Fig. 1: run 1, selected gate families
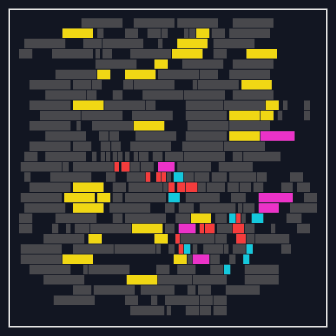
Fig. 2: run 1, clock routing
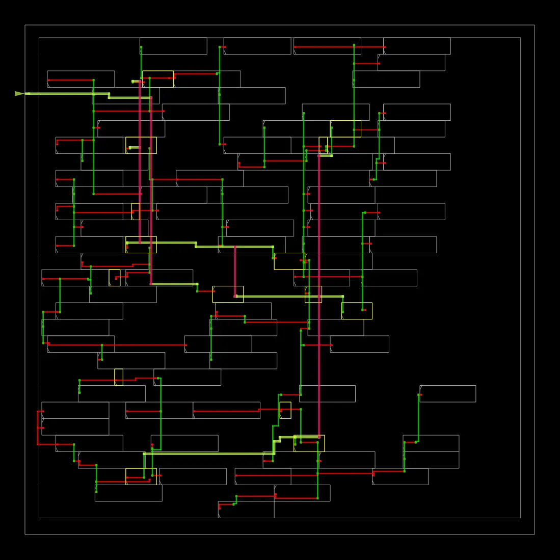
Fig. 3: run 1, cells colored by class
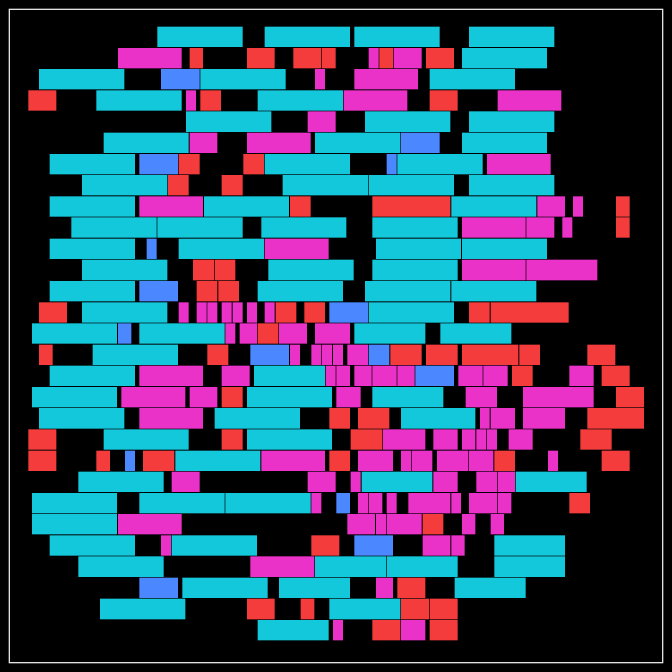
Fig. 4: run 1, routed clock nets over the placement
Bar = 20 um.
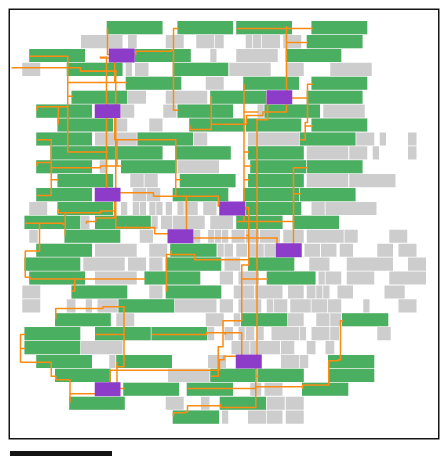
$ cat src/rtl/switch_input_loader_if.sv
// Downstream valid/ready stream carrying captured switch values to the sorter.
// The loader drives valid/data/last; the consumer drives ready.
interface switch_input_loader_if #(
  parameter int unsigned DATA_W = 8
) ();
  logic              out_valid;
  logic [DATA_W-1:0] out_data;
  logic              out_last;
  logic              out_ready;

  modport master (
    output out_valid,
    output out_data,
    output out_last,
    input  out_ready
  );

  modport slave (
    input  out_valid,
    input  out_data,
    input  out_last,
    output out_ready
  );
endinterface

$ cat src/rtl/switch_input_loader.sv
// Debounced pushbutton loader: captures DEPTH switch values, then streams them in order.
// Define LOADER_DEBOUNCE_EN to enable the counter debouncer; otherwise the synced button is used raw.
module switch_input_loader #(
  parameter int unsigned DATA_W          = 8,
  parameter int unsigned DEPTH           = 8,
  parameter int unsigned DEBOUNCE_CYCLES = 16
) (
  input  logic                       clk,
  input  logic                       rst,
  input  logic                       load_btn,
  input  logic [DATA_W-1:0]          switches,
  input  logic                       clear,
  switch_input_loader_if.master      out_if,
  output logic [$clog2(DEPTH+1)-1:0] count,
  output logic                       full,
  output logic                       busy
);

  localparam int unsigned CntW = $clog2(DEPTH + 1);
  localparam int unsigned PtrW = (DEPTH > 1) ? $clog2(DEPTH) : 1;

  localparam logic [CntW-1:0] DepthC  = CntW'(DEPTH);
  localparam logic [PtrW-1:0] LastIdx = PtrW'(DEPTH - 1);

  typedef enum logic {StFill, StStream} state_e;

  state_e            state_q, state_d;
  logic [CntW-1:0]   count_q, count_d;
  logic [PtrW-1:0]   wr_q, wr_d;
  logic [PtrW-1:0]   rd_q, rd_d;
  logic              mem_we;
  logic [DATA_W-1:0] mem_q [DEPTH];

  logic btn_meta_q, btn_s_q;
  logic level_q, level_d;
  logic press_q;

  // Two-flop synchronizer for the asynchronous pushbutton.
  always_ff @(posedge clk or posedge rst) begin
    if (rst) begin
      btn_meta_q <= 1'b0;
      btn_s_q    <= 1'b0;
    end else begin
      btn_meta_q <= load_btn;
      btn_s_q    <= btn_meta_q;
    end
  end

`ifdef LOADER_DEBOUNCE_EN
  localparam int unsigned   DbW    = (DEBOUNCE_CYCLES > 1) ? $clog2(DEBOUNCE_CYCLES) : 1;
  localparam logic [DbW-1:0] DbLast = DbW'(DEBOUNCE_CYCLES - 1);

  logic [DbW-1:0] db_cnt_q, db_cnt_d;

  // Level flips only after DEBOUNCE_CYCLES consecutive differing samples.
  always_comb begin
    level_d  = level_q;
    db_cnt_d = '0;
    if (btn_s_q != level_q) begin
      if (db_cnt_q == DbLast) begin
        level_d = btn_s_q;
      end else begin
        db_cnt_d = db_cnt_q + 1'b1;
      end
    end
  end

  always_ff @(posedge clk or posedge rst) begin
    if (rst) begin
      db_cnt_q <= '0;
    end else begin
      db_cnt_q <= db_cnt_d;
    end
  end
`else
  assign level_d = btn_s_q;
`endif

  always_ff @(posedge clk or posedge rst) begin
    if (rst) begin
      level_q <= 1'b0;
      press_q <= 1'b0;
    end else begin
      level_q <= level_d;
      press_q <= level_d & ~level_q;
    end
  end

  assign busy  = (state_q == StStream);
  assign full  = (count_q == DepthC);
  assign count = count_q;

  assign out_if.out_valid = busy;
  assign out_if.out_last  = busy && (rd_q == LastIdx);
  assign out_if.out_data  = busy ? mem_q[rd_q] : '0;

  always_comb begin
    state_d = state_q;
    count_d = count_q;
    wr_d    = wr_q;
    rd_d    = rd_q;
    mem_we  = 1'b0;
    if (clear) begin
      state_d = StFill;
      count_d = '0;
      wr_d    = '0;
      rd_d    = '0;
    end else begin
      unique case (state_q)
        StFill: begin
          if (press_q && (count_q < DepthC)) begin
            mem_we  = 1'b1;
            wr_d    = wr_q + 1'b1;
            count_d = count_q + 1'b1;
            if (count_q == DepthC - 1'b1) begin
              state_d = StStream;
              wr_d    = '0;
              rd_d    = '0;
            end
          end
        end
        StStream: begin
          // Presses in this state are dropped by construction.
          if (out_if.out_ready) begin
            if (rd_q == LastIdx) begin
              state_d = StFill;
              count_d = '0;
              wr_d    = '0;
              rd_d    = '0;
            end else begin
              rd_d = rd_q + 1'b1;
            end
          end
        end
        default: state_d = StFill;
      endcase
    end
  end

  always_ff @(posedge clk or posedge rst) begin
    if (rst) begin
      state_q <= StFill;
      count_q <= '0;
      wr_q    <= '0;
      rd_q    <= '0;
    end else begin
      state_q <= state_d;
      count_q <= count_d;
      wr_q    <= wr_d;
      rd_q    <= rd_d;
    end
  end

  // Capture storage is intentionally not reset or cleared.
  always_ff @(posedge clk) begin
    if (mem_we) begin
      mem_q[wr_q] <= switches;
    end
  end

endmodule
$ cat src/flat_wrapper.sv
// flat-port wrapper written by rule: the top's interface ports become plain ports
module switch_input_loader_flat 
#(
  parameter int unsigned DATA_W          = 8,
  parameter int unsigned DEPTH           = 8,
  parameter int unsigned DEBOUNCE_CYCLES = 16
)
  (clk, rst, load_btn, switches, clear, count, full, busy, out_if_out_valid, out_if_out_data, out_if_out_last, out_if_out_ready);
  switch_input_loader_if #(.DATA_W(DATA_W)) out_if_i ();
  input  logic clk;
  input  logic rst;
  input  logic load_btn;
  input  logic [DATA_W-1:0] switches;
  input  logic clear;
  output logic [$clog2(DEPTH+1)-1:0] count;
  output logic full;
  output logic busy;
  output wire logic [$bits(out_if_i.out_valid)-1:0] out_if_out_valid;
  output wire logic [$bits(out_if_i.out_data)-1:0] out_if_out_data;
  output wire logic [$bits(out_if_i.out_last)-1:0] out_if_out_last;
  input wire logic [$bits(out_if_i.out_ready)-1:0] out_if_out_ready;
  assign out_if_out_valid = out_if_i.out_valid;
  assign out_if_out_data = out_if_i.out_data;
  assign out_if_out_last = out_if_i.out_last;
  assign out_if_i.out_ready = out_if_out_ready;
  switch_input_loader #(.DATA_W(DATA_W), .DEPTH(DEPTH), .DEBOUNCE_CYCLES(DEBOUNCE_CYCLES)) u_core (.clk(clk), .rst(rst), .load_btn(load_btn), .switches(switches), .clear(clear), .out_if(out_if_i), .count(count), .full(full), .busy(busy));
endmodule
$ cat config.mk
export PLATFORM = sky130hd
export DESIGN_NAME = switch_input_loader_flat
export DESIGN_NICKNAME = d
export VERILOG_FILES = /design/src/rtl/switch_input_loader_if.sv /design/src/rtl/switch_input_loader.sv /design/src/flat_wrapper.sv
export SDC_FILE = /design/constraint.sdc
export NUM_CORES = 1
export LEC_CHECK = 0
export ABC_AREA = 0
export ABC_CLOCK_PERIOD_IN_PS = 2100
export CORE_MARGIN = 2
export CORE_UTILIZATION = 51
export CTS_CLUSTER_SIZE = 12
export DETAILED_ROUTE_END_ITERATION = 8
export PLACE_DENSITY = 0.75
export SLEW_MARGIN = 20
export SYNTH_ARGS = -nofsm -noshare
export SYNTH_HDL_FRONTEND = slang
export SYNTH_SLANG_ARGS = --single-unit
$ cat constraint.sdc
create_clock -name clk -period 2.1 [get_ports clk]
set_input_delay 0.42 -clock clk [delete_from_list [all_inputs] [get_ports clk]]
set_output_delay 0.42 -clock clk [all_outputs]
set_load 0.005 [all_outputs]
==> ci_impl_report.md, run 1 <==
## PnR job results

| Metric | Value |
|---|---|
| CP Data Arrival Time | 1860 ps |
| Max layer used | met4 |
| Yosys cell types | 33 |
| Failing checks | setup timing |
| Slew @ Worst Pin | 576 ps |
| Overflow left after global routing | 0 |
| Clock Sinks | 79 |
| Number of antenna-violating nets in the routed design | 0 |
| Iteration-0 DRC count of the detailed router | 95 |
| Clock distribution power | 913 uW |
| Most numerous logic cells after layout | edfxtp_1 (64), buf_4 (24), clkdlybuf4s50_1 (19), nor2_1 (17), mux4_2 (16) |
| Met2 track utilization from global routing | 32.2% |
| Global placement routability congestion | 0.793 |
| Placement Cell Area | 3790 um2 |
| FP Util | 51.9% |
| Warning total across the stage logs | 30 |
| DRT Pass-1 Iters | 4 |
| First-pass GRT wire length | 10.1 mm |
| Site Rows | 29 |
| Number of buffer and inverter stages on the critical path | 3 |
| Register with the most flip-flops | u_core.mem_q |
| Outcome | finished, violations left |
| Layer with the highest usage | met2 |
| Post-synthesis share of cell area spent on full adders, half adders and majority gates | 2.32% |
| Multi-input gates | 90 |
| Commonest flop | edfxtp_1 |
| DIE AREA | 7000 um2 |
| Power Internal | 2.19 mW |
| Area fraction in xor and xnor cells | 0% |
| Synthesized area divided by synthesized cell count | 17.6 um2 |
| Number of cells upsized or downsized after cts | 41 |
| Place WS | -94.6 ps |
| Fraction of layout cells with a size suffix above 1 | 32.7% |
| Slack of the worst reg-to-reg path | -50 ps |
| Average routed wire per standard cell | 19.3 um |
| Top area cell types | edfxtp_1 (59%), dfrtp_1 (12%), mux4_2 (11%), mux2i_1 (2.8%), ha_1 (2.3%) |
| Width of the die | 83.7 um |
| Peak supply drop | 0.000488 V |
| I/O pin count | 29 |
| Finished Core Util | 65.2% |
| N_taps | 77 |
| Hold endpoint | u_core.btn_s_q |
| Met1 usage in global routing | 25.9% |
| Clock tree from TritonCTS | done |
| Combinational cell power | 136 uW |
| Pin count of the biggest net entering global routing | 20 |
| Worst-path cell with the longest stage delay | mux4_2 |
| Min setup slack post-route | -181 ps |
| Fraction of the mapped netlist area in compound gates | 2.51% |
| Nets at Floorplan | 203 |
| Count of hold buffers inserted by post-cts repair | 0 |
| Setup violators final | 10 |
| Count of endpoints failing hold in the final timing report | 0 |
| Main logic family after synthesis | multiplexers |
| Clock insertion delay at the later pin of the skew report | 350 ps |
| Inverters | 6 |
| Share of async-settable or async-resettable flops after synthesis | 19.0% |
| Crit path largest cell delay | 490 ps |
| Number of clock buffers in the layout | 9 |
| Post-synthesis to final-layout area growth | 25.6% |
| # Post-CTS Setup Buffers | 5 |
| Synth Instances | 184 |
| Yosys stat cell total | 184 |
| Flip-flop and latch share of the layout cell area | 56.5% |
| Synth warnings | 0 |
| Total negative setup slack | -1330 ps |
| Relative contribution of sequential cells to total power | 62.3% |
| Pwr Density | 685 nW/um2 |
| Count of plain and timing-repair buffers | 61 |
| Area taken by flip-flops and latches | 2300 um2 |
| Number of maximum-capacitance violations | 0 |
| H-tree depth | 3 |
| Met3 layer wire length in the routed design | 174 um |
| Comb. cell area | 925 um2 |
| Biggest Area Class | registers |
| Simple-gate portion of the synthesized area | 7.76% |
| Most common cell after layout, fill and taps aside | edfxtp_1 |
| Largest area contributor in the synthesized netlist | edfxtp_1 |
| Psw | 592 uW |
| Met1 Wirelength | 2.72 mm |
| Placed wire-length estimate | 4.04 mm |
| CTS buffer count | 9 |
| Detailed-route via count | 1819 |
| Chip Area, Yosys | 3240 um2 |
| Fill cell total of the finished layout | 454 |
| Non-Filler Instances | 328 |
| Top Family by Delay on Critical Path | multiplexers |
| Most frequently used cell type in the post-synthesis netlist | edfxtp_1 |
| Count of unresolved DRC violations after routing | 0 |
| Floorplan Core Area | 6240 um2 |
| Tmin final | 2280 ps |
| Cell area after synthesis | 3240 um2 |
Back to the opening pictures, Fig. 1:
| color | family | cells |
|---|---|---|
| magenta | adder and majority cells | 6 |
| cyan | inverting AOI/OAI gates | 8 |
| yellow | multiplexers | 26 |
| red | NAND gates | 15 |

Back to the opening pictures, Fig. 2:
Setup Skew: 7.77 ps
flop count: 79

Back to the opening pictures, Fig. 3:
| color | class | cells | share of their area |
|---|---|---|---|
| magenta | all other logic | 96 | 24% |
| cyan | flip-flops | 79 | 58% |
| blue | clock drivers and dummy loads | 15 | 3.8% |
| red | other buffers and delay cells | 61 | 14% |

Back to the opening pictures, Fig. 4:
[orange] clock wires | length: 880 um
[green] flip-flops | count: 79
[purple] cells driving clock nets | count: 9
flops lie: all over the die

Fig. 5: run 1, register map, names as in the netlist
Other sequential cells in the stronger gray, the rest of the logic in the fainter gray.
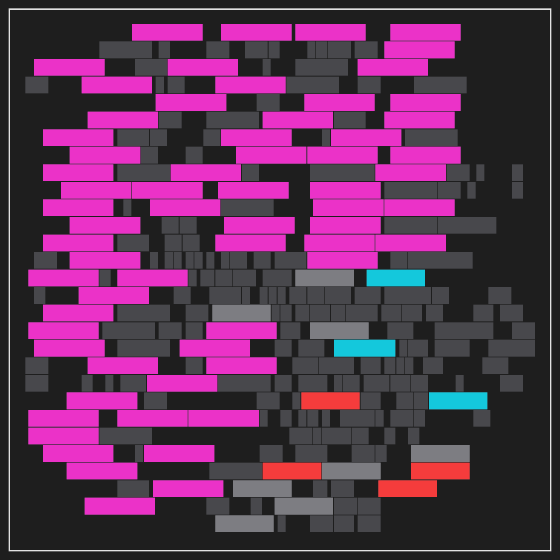

==> inputs of run 2 (changes only) <==
CTS_CLUSTER_SIZE = 25   (was 12)
TNS_END_PERCENT = 20   (was not set)
Fig. 6: run 2, register map, names as in the netlist
Other sequential cells in the stronger gray, the rest of the logic in the fainter gray.
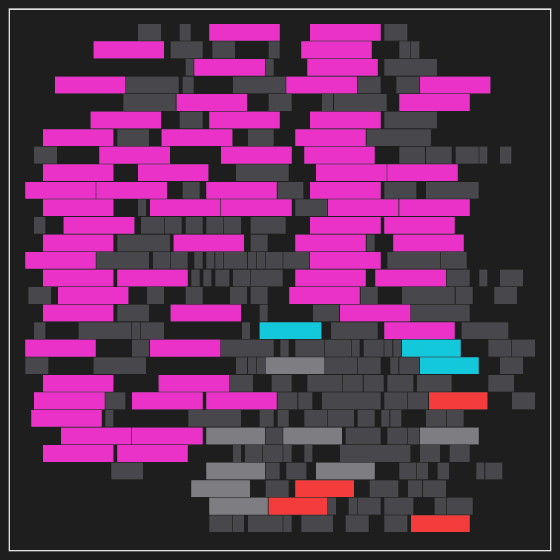
| color | name in the netlist | flops |
|---|---|---|
| magenta | `u_core.mem_q` | 64 |
| red | `u_core.count` | 4 |
| cyan | `u_core.rd_q` | 3 |
not colored: 8

==> ci_impl_report.md, run 2 <==
## PnR job results

| Metric | Value |
|---|---|
| First-pass GRT wire length | 10.7 mm (+5.8%) |
| Combinational cell power | 139 uW (about the same) |
| CP Data Arrival Time | 1890 ps (+30 ps) |
| Overflow left after global routing | 0 (unchanged) |
| Worst-path cell with the longest stage delay | mux4_2 |
| Flop count | 79 (unchanged) |
| CTS buffer count | 9 (unchanged) |
| Site Rows | 29 (unchanged) |
| Global placement routability congestion | 0.785 (-0.93%) |
| Count of hold buffers inserted by post-cts repair | 0 (unchanged) |
| Flip-flop and latch share of the layout cell area | 55.9% (-0.65 points) |
| I/O pin count | 29 (unchanged) |
| Top Family by Delay on Critical Path | multiplexers |
| Pin count of the biggest net entering global routing | 20 (unchanged) |
| Yosys cell types | 33 (unchanged) |
| N_taps | 77 (unchanged) |
| Synthesized area divided by synthesized cell count | 17.6 um2 (unchanged) |
| Power Internal | 2.33 mW (+6.3%) |
| Total of flip-flops plus latches after synthesis | 79 |
| Warning total across the stage logs | 31 (+3.3%) |
| Cell area after synthesis | 3240 um2 (unchanged) |
| Number of antenna-violating nets in the routed design | 0 (unchanged) |
| H-tree depth | 3 (unchanged) |
| Post-synthesis share of cell area spent on full adders, half adders and majority gates | 2.32% (unchanged) |
| Relative contribution of sequential cells to total power | 58.7% (-3.6 points) |
| Clock Sinks | 79 (unchanged) |
| Synth Instances | 184 (unchanged) |
| Number of clock buffers in the layout | 10 (+1) |
| Fraction of layout cells with a size suffix above 1 | 34.1% (+1.5 points) |
| Count of endpoints failing hold in the final timing report | 0 (unchanged) |
| Simple-gate portion of the synthesized area | 7.76% (unchanged) |
| Synth warnings | 0 (unchanged) |
| Top area cell types | edfxtp_1 (59%), dfrtp_1 (12%), mux4_2 (11%), mux2i_1 (2.8%), ha_1 (2.3%) |
| Number of maximum-capacitance violations | 0 (unchanged) |
| Fraction of the mapped netlist area in compound gates | 2.51% (unchanged) |
| Slew @ Worst Pin | 573 ps (-3.51 ps) |
| Slack of the worst reg-to-reg path | -40 ps (about the same) |
| Clock distribution power | 1.08 mW (+20%) |
| Number of buffer and inverter stages on the critical path | 3 (unchanged) |
| Place WS | -113 ps (-18.0 ps) |
| Peak supply drop | 0.000463 V (-5.2%) |
| Met1 Wirelength | 2.85 mm (+4.8%) |
| Fill cell total of the finished layout | 450 (-0.88%) |
| Outcome | finished, violations left |
| Clock tree from TritonCTS | done |
| Detailed-route via count | 1894 (+4.1%) |
| Comb. cell area | 926 um2 (+0.14%) |
| Hold endpoint | u_core.btn_s_q |
| Met1 usage in global routing | 29.0% (+3.0 points) |
| Layer with the highest usage | met2 |
| Count of plain and timing-repair buffers | 61 (unchanged) |
| Setup violators final | 11 (+1) |
| Psw | 629 uW (+6.2%) |
| Area fraction in xor and xnor cells | 0% (unchanged) |
| Min setup slack post-route | -208 ps (-26.8 ps) |
| Area taken by flip-flops and latches | 2300 um2 (unchanged) |
| Setup Skew | 9.15 ps (+1.39 ps) |
| Clock insertion delay at the later pin of the skew report | 360 ps (about the same) |
| Nets at Floorplan | 203 (unchanged) |
| Non-Filler Instances | 329 (+0.30%) |
| Floorplan Core Area | 6240 um2 (unchanged) |
| Width of the die | 83.7 um (unchanged) |
| Yosys stat cell total | 184 (unchanged) |
| Tmin final | 2310 ps (+26.8 ps) |
| Most frequently used cell type in the post-synthesis netlist | edfxtp_1 |
| Reg2reg end | u_core.wr_q[1] |
| Biggest Area Class | registers |
| Largest area contributor in the synthesized netlist | edfxtp_1 |
| Crit path largest cell delay | 480 ps (about the same) |
| Chip Area, Yosys | 3240 um2 (unchanged) |
| Commonest flop | edfxtp_1 |
| Met2 track utilization from global routing | 31.8% (-0.44 points) |
| Average routed wire per standard cell | 20.1 um (+4.3%) |
| Finished Core Util | 65.9% (+0.76 points) |
| DIE AREA | 7000 um2 (unchanged) |
| Main logic family after synthesis | multiplexers |
| FP Util | 51.9% (unchanged) |
| Total negative setup slack | -1670 ps (-340 ps) |
| Max layer used | met4 |
| Inverters | 6 (unchanged) |
| Number of cells upsized or downsized after cts | 53 (+29%) |
| # Post-CTS Setup Buffers | 8 (+3) |
| Multi-input gates | 90 (unchanged) |
| Placement Cell Area | 3780 um2 (-0.33%) |
| Final Max Tran Viols | 0 |
| Most common cell after layout, fill and taps aside | edfxtp_1 |
| Count of unresolved DRC violations after routing | 0 (unchanged) |
| Post-synthesis to final-layout area growth | 27.0% |
| Failing checks | setup timing |
| Iteration-0 DRC count of the detailed router | 156 (+64%) |
| Share of async-settable or async-resettable flops after synthesis | 19.0% (unchanged) |
| DRT Pass-1 Iters | 4 (unchanged) |
Fig. 7: run 2, routed clock nets over the placement
Bar = 20 um.
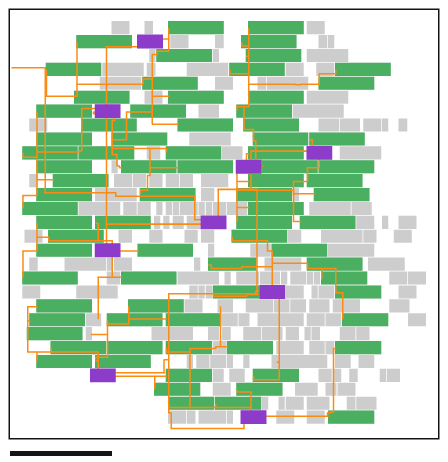

==> inputs of run 3 (changes only) <==
ABC_CLOCK_PERIOD_IN_PS = 2600   (was 2100)
CORE_UTILIZATION = 45   (was 51)
CTS_CLUSTER_SIZE = not set   (was 25)
PLACE_DENSITY = 0.65   (was 0.75)
clock period = 2.6 ns   (was 2.1 ns; I/O delays follow)
Fig. 8: run 3, routed clock nets over the placement
Bar = 20 um.
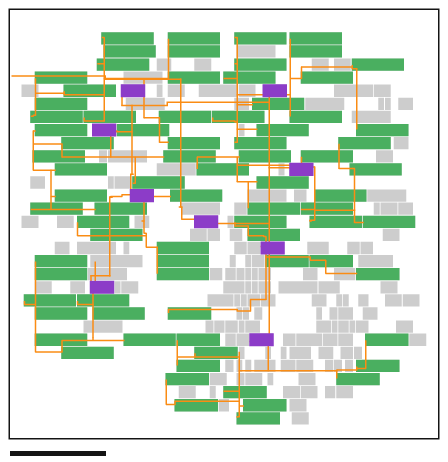
[green] flip-flops | count: 79
[orange] clock wires | length: 860 um
[purple] cells driving clock nets | count: 9
flops lie: all over the die

==> ci_impl_report.md, run 3 <==
## PnR job results

| Metric | Value |
|---|---|
| Number of clock buffers in the layout | 9 (-1) |
| Multi-input gates | 90 (unchanged) |
| Yosys stat cell total | 184 (unchanged) |
| Cell area after synthesis | 3240 um2 (unchanged) |
| Synthesized area divided by synthesized cell count | 17.6 um2 (unchanged) |
| Largest area contributor in the synthesized netlist | edfxtp_1 |
| CP Data Arrival Time | 1970 ps (+80 ps) |
| Number of buffer and inverter stages on the critical path | 2 (-1) |
| Placement Cell Area | 3730 um2 (-1.4%) |
| Outcome | completed |
| Floorplan Core Area | 6870 um2 (+10%) |
| Layer with the highest usage | met2 |
| Commonest flop | edfxtp_1 |
| Max layer used | met4 |
| Relative contribution of sequential cells to total power | 59.2% (+0.5 points) |
| Flip-flop and latch share of the layout cell area | 58.9% (+3.1 points) |
| Detailed-route via count | 1763 (-6.9%) |
| Chip Area, Yosys | 3240 um2 (unchanged) |
| Comb. cell area | 873 um2 (-5.7%) |
| Min setup slack post-route | 113 ps (+321 ps) |
| Finished Core Util | 56.8% (-9.2 points) |
| Met1 Wirelength | 2.84 mm (-0.35%) |
| Slew @ Worst Pin | 542 ps (-30.5 ps) |
| Crit path largest cell delay | 520 ps (+40 ps) |
| Top area cell types | edfxtp_1 (59%), dfrtp_1 (12%), mux4_2 (11%), mux2i_1 (2.8%), ha_1 (2.3%) |
| Biggest Area Class | registers |
| Clock Sinks | 79 (unchanged) |
| Fraction of layout cells with a size suffix above 1 | 20.1% (-14 points) |
| Width of the die | 88.8 um (+6.2%) |
| Power Internal | 1.87 mW (-20%) |
| Number of maximum-capacitance violations | 0 (unchanged) |
| Share of async-settable or async-resettable flops after synthesis | 19.0% (unchanged) |
| First-pass GRT wire length | 9.98 mm (-7.1%) |
| Number of antenna-violating nets in the routed design | 0 (unchanged) |
| Clock insertion delay at the later pin of the skew report | 350 ps (about the same) |
| Most frequently used cell type in the post-synthesis netlist | edfxtp_1 |
| Hold endpoint | u_core.btn_s_q |
| N_taps | 96 (+25%) |
| Final Max Tran Viols | 0 (unchanged) |
| I/O pin count | 29 (unchanged) |
| Total negative setup slack | 0 ps (+1670 ps) |
| Count of plain and timing-repair buffers | 44 (-28%) |
| Nets at Floorplan | 203 (unchanged) |
| DRT Pass-1 Iters | 4 (unchanged) |
| Worst-path cell with the longest stage delay | mux4_2 |
| Iteration-0 DRC count of the detailed router | 165 (+5.8%) |
| Total of flip-flops plus latches after synthesis | 79 (unchanged) |
| Site Rows | 30 (+3.4%) |
| Non-Filler Instances | 330 (+0.30%) |
| Post-synthesis share of cell area spent on full adders, half adders and majority gates | 2.32% (unchanged) |
| Overflow left after global routing | 0 (unchanged) |
| Most common cell after layout, fill and taps aside | edfxtp_1 |
| Met1 usage in global routing | 25.0% (-4.0 points) |
| Peak supply drop | 0.000422 V (-9.0%) |
| Clock distribution power | 868 uW (-20%) |
| Slack of the worst reg-to-reg path | 520 ps (+560 ps) |
| Fraction of the mapped netlist area in compound gates | 2.51% (unchanged) |
| FP Util | 47.2% (-4.7 points) |
| H-tree depth | 3 (unchanged) |
| Count of hold buffers inserted by post-cts repair | 0 (unchanged) |
| Synth warnings | 0 (unchanged) |
| Warning total across the stage logs | 28 (-9.7%) |
| Fill cell total of the finished layout | 536 (+19%) |
| CTS buffer count | 9 (unchanged) |
| Pin count of the biggest net entering global routing | 19 (-5.0%) |
| Yosys cell types | 33 (unchanged) |
| Average routed wire per standard cell | 19.0 um (-5.1%) |
| Flop count | 79 (unchanged) |
| Top Family by Delay on Critical Path | multiplexers |
| Synth Instances | 184 (unchanged) |
Power is estimated from default activity; no workload was simulated.
